**M3 wires**

Drawn at 2 px/um. Cells faint in the background.
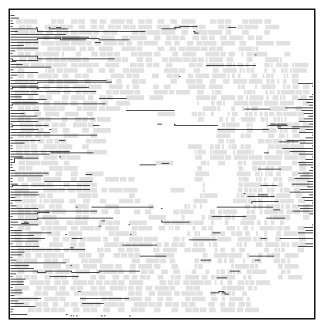
**Wiring heat map**

Drawn at 2 px/um. The die is cut into 30 by 31 equal tiles; dark blue is low, red is high, scaled to the fullest tile. Values are wire area over tile area, all layers added.
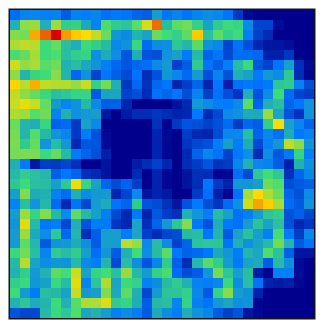
$ cat config.mk
export PLATFORM = sky130hd
export DESIGN_NAME = id_ex_hazard_reg
export DESIGN_NICKNAME = d
export VERILOG_FILES = /design/src/rtl/id_ex_hazard_reg_pkg.sv /design/src/rtl/id_ex_hazard_reg_load_use_detector.sv /design/src/rtl/id_ex_hazard_reg.sv
export SDC_FILE = /design/constraint.sdc
export NUM_CORES = 1
export LEC_CHECK = 0
export CORE_AREA = 2 2 150 152
export DETAILED_ROUTE_END_ITERATION = 6
export DIE_AREA = 0 0 152 154
export PLACE_DENSITY = 0.71
export SLEW_MARGIN = 20
export SYNTH_ARGS = -nofsm -noshare
export SYNTH_HDL_FRONTEND = slang
export SYNTH_SLANG_ARGS = --single-unit
$ cat constraint.sdc
create_clock -name clk_i -period 3.85 [get_ports clk_i]
set_clock_uncertainty 0.1 [all_clocks]
set_input_delay 0.385 -clock clk_i [delete_from_list [all_inputs] [get_ports clk_i]]
set_output_delay 0.385 -clock clk_i [all_outputs]
set_load 0.05 [all_outputs]
$ cat src/rtl/id_ex_hazard_reg_pkg.sv
// Shared pipeline constants: ALU op encodings, forwarding codes and the EX control vector.
// The all-zero control vector doubles as the bubble/NOP pattern.
package id_ex_hazard_reg_pkg;

    localparam int REG_ADDR_W = 5;
    localparam int ALU_OP_W   = 4;

    typedef enum logic [ALU_OP_W-1:0] {
        ALU_ADD  = 4'd0,
        ALU_SUB  = 4'd1,
        ALU_SLL  = 4'd2,
        ALU_SLT  = 4'd3,
        ALU_SLTU = 4'd4,
        ALU_XOR  = 4'd5,
        ALU_SRL  = 4'd6,
        ALU_SRA  = 4'd7,
        ALU_OR   = 4'd8,
        ALU_AND  = 4'd9,
        ALU_LUI  = 4'd10
    } alu_op_e;

    typedef enum logic [1:0] {
        FWD_NONE = 2'b00,
        FWD_EX   = 2'b01,
        FWD_MEM  = 2'b10
    } fwd_sel_e;

    typedef struct packed {
        logic                reg_write;
        logic                mem_read;
        logic                mem_write;
        logic                mem_to_reg;
        logic                alu_src;
        logic                branch;
        logic                jump;
        logic [ALU_OP_W-1:0] alu_op;
    } ctrl_t;

    localparam ctrl_t CTRL_NOP = '0;

    // A non-valid slot must never write the register file or touch memory.
    function automatic ctrl_t kill_side_effects(input ctrl_t c);
        ctrl_t r;
        r           = c;
        r.reg_write = 1'b0;
        r.mem_read  = 1'b0;
        r.mem_write = 1'b0;
        return r;
    endfunction

endpackage

$ cat src/rtl/id_ex_hazard_reg_load_use_detector.sv
// Load-use hazard detector: a load in EX whose rd feeds the instruction in ID.
// Purely combinational; a flush cancels the stall since ID is being discarded.
module load_use_detector
    import id_ex_hazard_reg_pkg::*;
(
    input  logic                  ex_valid_i,
    input  logic                  ex_mem_read_i,
    input  logic [REG_ADDR_W-1:0] ex_rd_addr_i,
    input  logic                  id_valid_i,
    input  logic                  id_uses_rs1_i,
    input  logic                  id_uses_rs2_i,
    input  logic [REG_ADDR_W-1:0] id_rs1_addr_i,
    input  logic [REG_ADDR_W-1:0] id_rs2_addr_i,
    input  logic                  flush_i,
    output logic                  stall_o
);

    logic load_in_ex;
    logic rs1_hit;
    logic rs2_hit;

    assign load_in_ex = ex_valid_i & ex_mem_read_i & (ex_rd_addr_i != '0);
    assign rs1_hit    = id_uses_rs1_i & (id_rs1_addr_i == ex_rd_addr_i);
    assign rs2_hit    = id_uses_rs2_i & (id_rs2_addr_i == ex_rd_addr_i);
    assign stall_o    = ~flush_i & load_in_ex & id_valid_i & (rs1_hit | rs2_hit);

endmodule

$ cat src/rtl/id_ex_hazard_reg.sv
// ID/EX pipeline register with load-use stall/bubble insertion and
// wrapping bubble/flush performance counters.
module id_ex_hazard_reg
    import id_ex_hazard_reg_pkg::*;
#(
    parameter int XLEN  = 32,
    parameter int CNT_W = 32
) (
    input  logic                  clk_i,
    input  logic                  rst_i,
    input  logic                  hold_i,
    input  logic                  flush_i,
    input  logic                  id_valid_i,
    input  logic [XLEN-1:0]       id_pc_i,
    input  logic [XLEN-1:0]       id_rs1_data_i,
    input  logic [XLEN-1:0]       id_rs2_data_i,
    input  logic [XLEN-1:0]       id_imm_i,
    input  logic [REG_ADDR_W-1:0] id_rs1_addr_i,
    input  logic [REG_ADDR_W-1:0] id_rs2_addr_i,
    input  logic [REG_ADDR_W-1:0] id_rd_addr_i,
    input  logic                  id_uses_rs1_i,
    input  logic                  id_uses_rs2_i,
    input  logic                  id_reg_write_i,
    input  logic                  id_mem_read_i,
    input  logic                  id_mem_write_i,
    input  logic                  id_mem_to_reg_i,
    input  logic                  id_alu_src_i,
    input  logic                  id_branch_i,
    input  logic                  id_jump_i,
    input  logic [ALU_OP_W-1:0]   id_alu_op_i,
    output logic                  ex_valid_o,
    output logic [XLEN-1:0]       ex_pc_o,
    output logic [XLEN-1:0]       ex_rs1_data_o,
    output logic [XLEN-1:0]       ex_rs2_data_o,
    output logic [XLEN-1:0]       ex_imm_o,
    output logic [REG_ADDR_W-1:0] ex_rs1_addr_o,
    output logic [REG_ADDR_W-1:0] ex_rs2_addr_o,
    output logic [REG_ADDR_W-1:0] ex_rd_addr_o,
    output logic                  ex_reg_write_o,
    output logic                  ex_mem_read_o,
    output logic                  ex_mem_write_o,
    output logic                  ex_mem_to_reg_o,
    output logic                  ex_alu_src_o,
    output logic                  ex_branch_o,
    output logic                  ex_jump_o,
    output logic [ALU_OP_W-1:0]   ex_alu_op_o,
    output logic                  load_use_stall_o,
    output logic                  pc_write_o,
    output logic                  if_id_write_o,
    output logic [CNT_W-1:0]      bubble_count_o,
    output logic [CNT_W-1:0]      flush_count_o
);

    typedef struct packed {
        logic                  valid;
        logic [XLEN-1:0]       pc;
        logic [XLEN-1:0]       rs1_data;
        logic [XLEN-1:0]       rs2_data;
        logic [XLEN-1:0]       imm;
        logic [REG_ADDR_W-1:0] rs1_addr;
        logic [REG_ADDR_W-1:0] rs2_addr;
        logic [REG_ADDR_W-1:0] rd_addr;
        ctrl_t                 ctrl;
    } ex_stage_t;

    // An all-zero slot: forwarding sees x0 and no control side effects.
    localparam ex_stage_t EX_BUBBLE = '0;

    ex_stage_t       ex_q, ex_d, id_slot;
    ctrl_t           id_ctrl;
    logic [CNT_W-1:0] bubble_cnt_q, bubble_cnt_d;
    logic [CNT_W-1:0] flush_cnt_q, flush_cnt_d;
    logic            stall;

    load_use_detector u_lud (
        .ex_valid_i    (ex_q.valid),
        .ex_mem_read_i (ex_q.ctrl.mem_read),
        .ex_rd_addr_i  (ex_q.rd_addr),
        .id_valid_i    (id_valid_i),
        .id_uses_rs1_i (id_uses_rs1_i),
        .id_uses_rs2_i (id_uses_rs2_i),
        .id_rs1_addr_i (id_rs1_addr_i),
        .id_rs2_addr_i (id_rs2_addr_i),
        .flush_i       (flush_i),
        .stall_o       (stall)
    );

    always_comb begin
        id_ctrl = '{reg_write:  id_reg_write_i,
                    mem_read:   id_mem_read_i,
                    mem_write:  id_mem_write_i,
                    mem_to_reg: id_mem_to_reg_i,
                    alu_src:    id_alu_src_i,
                    branch:     id_branch_i,
                    jump:       id_jump_i,
                    alu_op:     id_alu_op_i};
        id_slot = '{valid:    id_valid_i,
                    pc:       id_pc_i,
                    rs1_data: id_rs1_data_i,
                    rs2_data: id_rs2_data_i,
                    imm:      id_imm_i,
                    rs1_addr: id_rs1_addr_i,
                    rs2_addr: id_rs2_addr_i,
                    rd_addr:  id_rd_addr_i,
                    ctrl:     id_valid_i ? id_ctrl : kill_side_effects(id_ctrl)};
    end

    // Flush outranks hold so a redirect is never lost behind a memory freeze.
    always_comb begin
        ex_d         = ex_q;
        bubble_cnt_d = bubble_cnt_q;
        flush_cnt_d  = flush_cnt_q;
        if (flush_i) begin
            ex_d        = EX_BUBBLE;
            flush_cnt_d = flush_cnt_q + CNT_W'(1);
        end else if (hold_i) begin
            ex_d = ex_q;
        end else if (stall) begin
            ex_d         = EX_BUBBLE;
            bubble_cnt_d = bubble_cnt_q + CNT_W'(1);
        end else begin
            ex_d = id_slot;
        end
    end

    always_ff @(posedge clk_i) begin
        if (rst_i) begin
            ex_q         <= EX_BUBBLE;
            bubble_cnt_q <= '0;
            flush_cnt_q  <= '0;
        end else begin
            ex_q         <= ex_d;
            bubble_cnt_q <= bubble_cnt_d;
            flush_cnt_q  <= flush_cnt_d;
        end
    end

    assign ex_valid_o       = ex_q.valid;
    assign ex_pc_o          = ex_q.pc;
    assign ex_rs1_data_o    = ex_q.rs1_data;
    assign ex_rs2_data_o    = ex_q.rs2_data;
    assign ex_imm_o         = ex_q.imm;
    assign ex_rs1_addr_o    = ex_q.rs1_addr;
    assign ex_rs2_addr_o    = ex_q.rs2_addr;
    assign ex_rd_addr_o     = ex_q.rd_addr;
    assign ex_reg_write_o   = ex_q.ctrl.reg_write;
    assign ex_mem_read_o    = ex_q.ctrl.mem_read;
    assign ex_mem_write_o   = ex_q.ctrl.mem_write;
    assign ex_mem_to_reg_o  = ex_q.ctrl.mem_to_reg;
    assign ex_alu_src_o     = ex_q.ctrl.alu_src;
    assign ex_branch_o      = ex_q.ctrl.branch;
    assign ex_jump_o        = ex_q.ctrl.jump;
    assign ex_alu_op_o      = ex_q.ctrl.alu_op;

    assign load_use_stall_o = stall;
    assign pc_write_o       = ~(hold_i | stall);
    assign if_id_write_o    = ~(hold_i | stall);
    assign bubble_count_o   = bubble_cnt_q;
    assign flush_count_o    = flush_cnt_q;

endmodule

==> impl_metrics.csv <==
group,metric,value,unit
status,status,"finished clean",
final_timing,finalCritPeriodShare,0.859,
detailed_routing,route.met3.wl,2450,um
placement,hpwl,19400,um
layout,fillerInstances,1845,
synthesis,aoi_share,0.228,
detailed_routing,ant_nets,0,
layout,final_net_count,1265,
detailed_routing,wl_per_cell,19.5,um
critical_path,rr_worst_depth,7,
power,power_switching,1.28,mW
layout,seq_cell_count,219,
layout,drive_above_1_share,0.0475,
power,p_total,5.14,mW
global_route,globalRouteMet3Util,0.0843,
final_timing,finalSetupTns,0,ns
power,pwr-share-seq,0.459,
critical_path,cp-start-kind,"flop",
synthesis,yosysUniqueCellTypes,41,
detailed_routing,wl_met1,11100,um
critical_path,end_kind,"output port",
critical_path,cp_cell_sequence,"or4_1, o21ai_2, nor2_1, nor2_1, buf_12",
detailed_routing,route.detailed.drc,0,
power,p_leak,4.51,nW
final_timing,setup-violations-final,0,
die,io_pins,383,
layout,logic_area,3270,sq um
layout,seq_share,0.345,
synthesis,ys_seq_share,0.551,
global_route,grt_pass1_wl,41600,um
power,internal_power,3.86,mW
cts,post-cts-setup-buffers,0,
final_timing,slew_viol_final,0,
layout,comb_share,0.257,
placement,postPlaceCellArea,12000,sq um
power,pwr-share-comb,0.122,
flow_run,warning_count,26,
layout,dominant-cell-class,"registers",
cts,cts_resized,0,
placement,place_congestion,0.823,
global_route,grt_most_used_layer,"met2",
die,die-width,152,um
synthesis,fp_nets,909,
placement,pre_cts_ws,0.763,ns
flow_run,cap_viol_max_count,0,
About 'M3 wires':
The longest straight run is 53.8 um. The layer carries 2450 um of wire. The layer holds 9.0% of the routed length.

About 'wiring heat map':
The fullest tile reaches 0.66. 13% of the tiles are over half the peak. The densest ninth of the die: upper left. The mean over all tiles is 0.19. 9.5% of the tiles are nearly empty. The emptiest ninth of the die: center.

-- how the worst max path moves through the flow --
stage / startpoint / endpoint / slack [ns] / cells after the start
5_1_grt: ex_rd_addr_o[0]$_SDFFE_PP0N_ / pc_write_o / 0.38 / 5
3_3_place_gp: flush_i / bubble_count_o[29]$_SDFFE_PP0P_ / 0.89 / 8
3_5_place_dp: flush_i / bubble_count_o[19]$_SDFFE_PP0P_ / 0.76 / 8
2_1_floorplan: ex_rd_addr_o[3]$_SDFFE_PP0N_ / pc_write_o / 0.25 / 8
6_report: ex_rd_addr_o[0]$_SDFFE_PP0N_ / pc_write_o / 0.54 / 5
4_1_cts: ex_rd_addr_o[0]$_SDFFE_PP0N_ / if_id_write_o / 0.48 / 5
Power figures rest on the tool's default switching activity, not on a simulated workload.
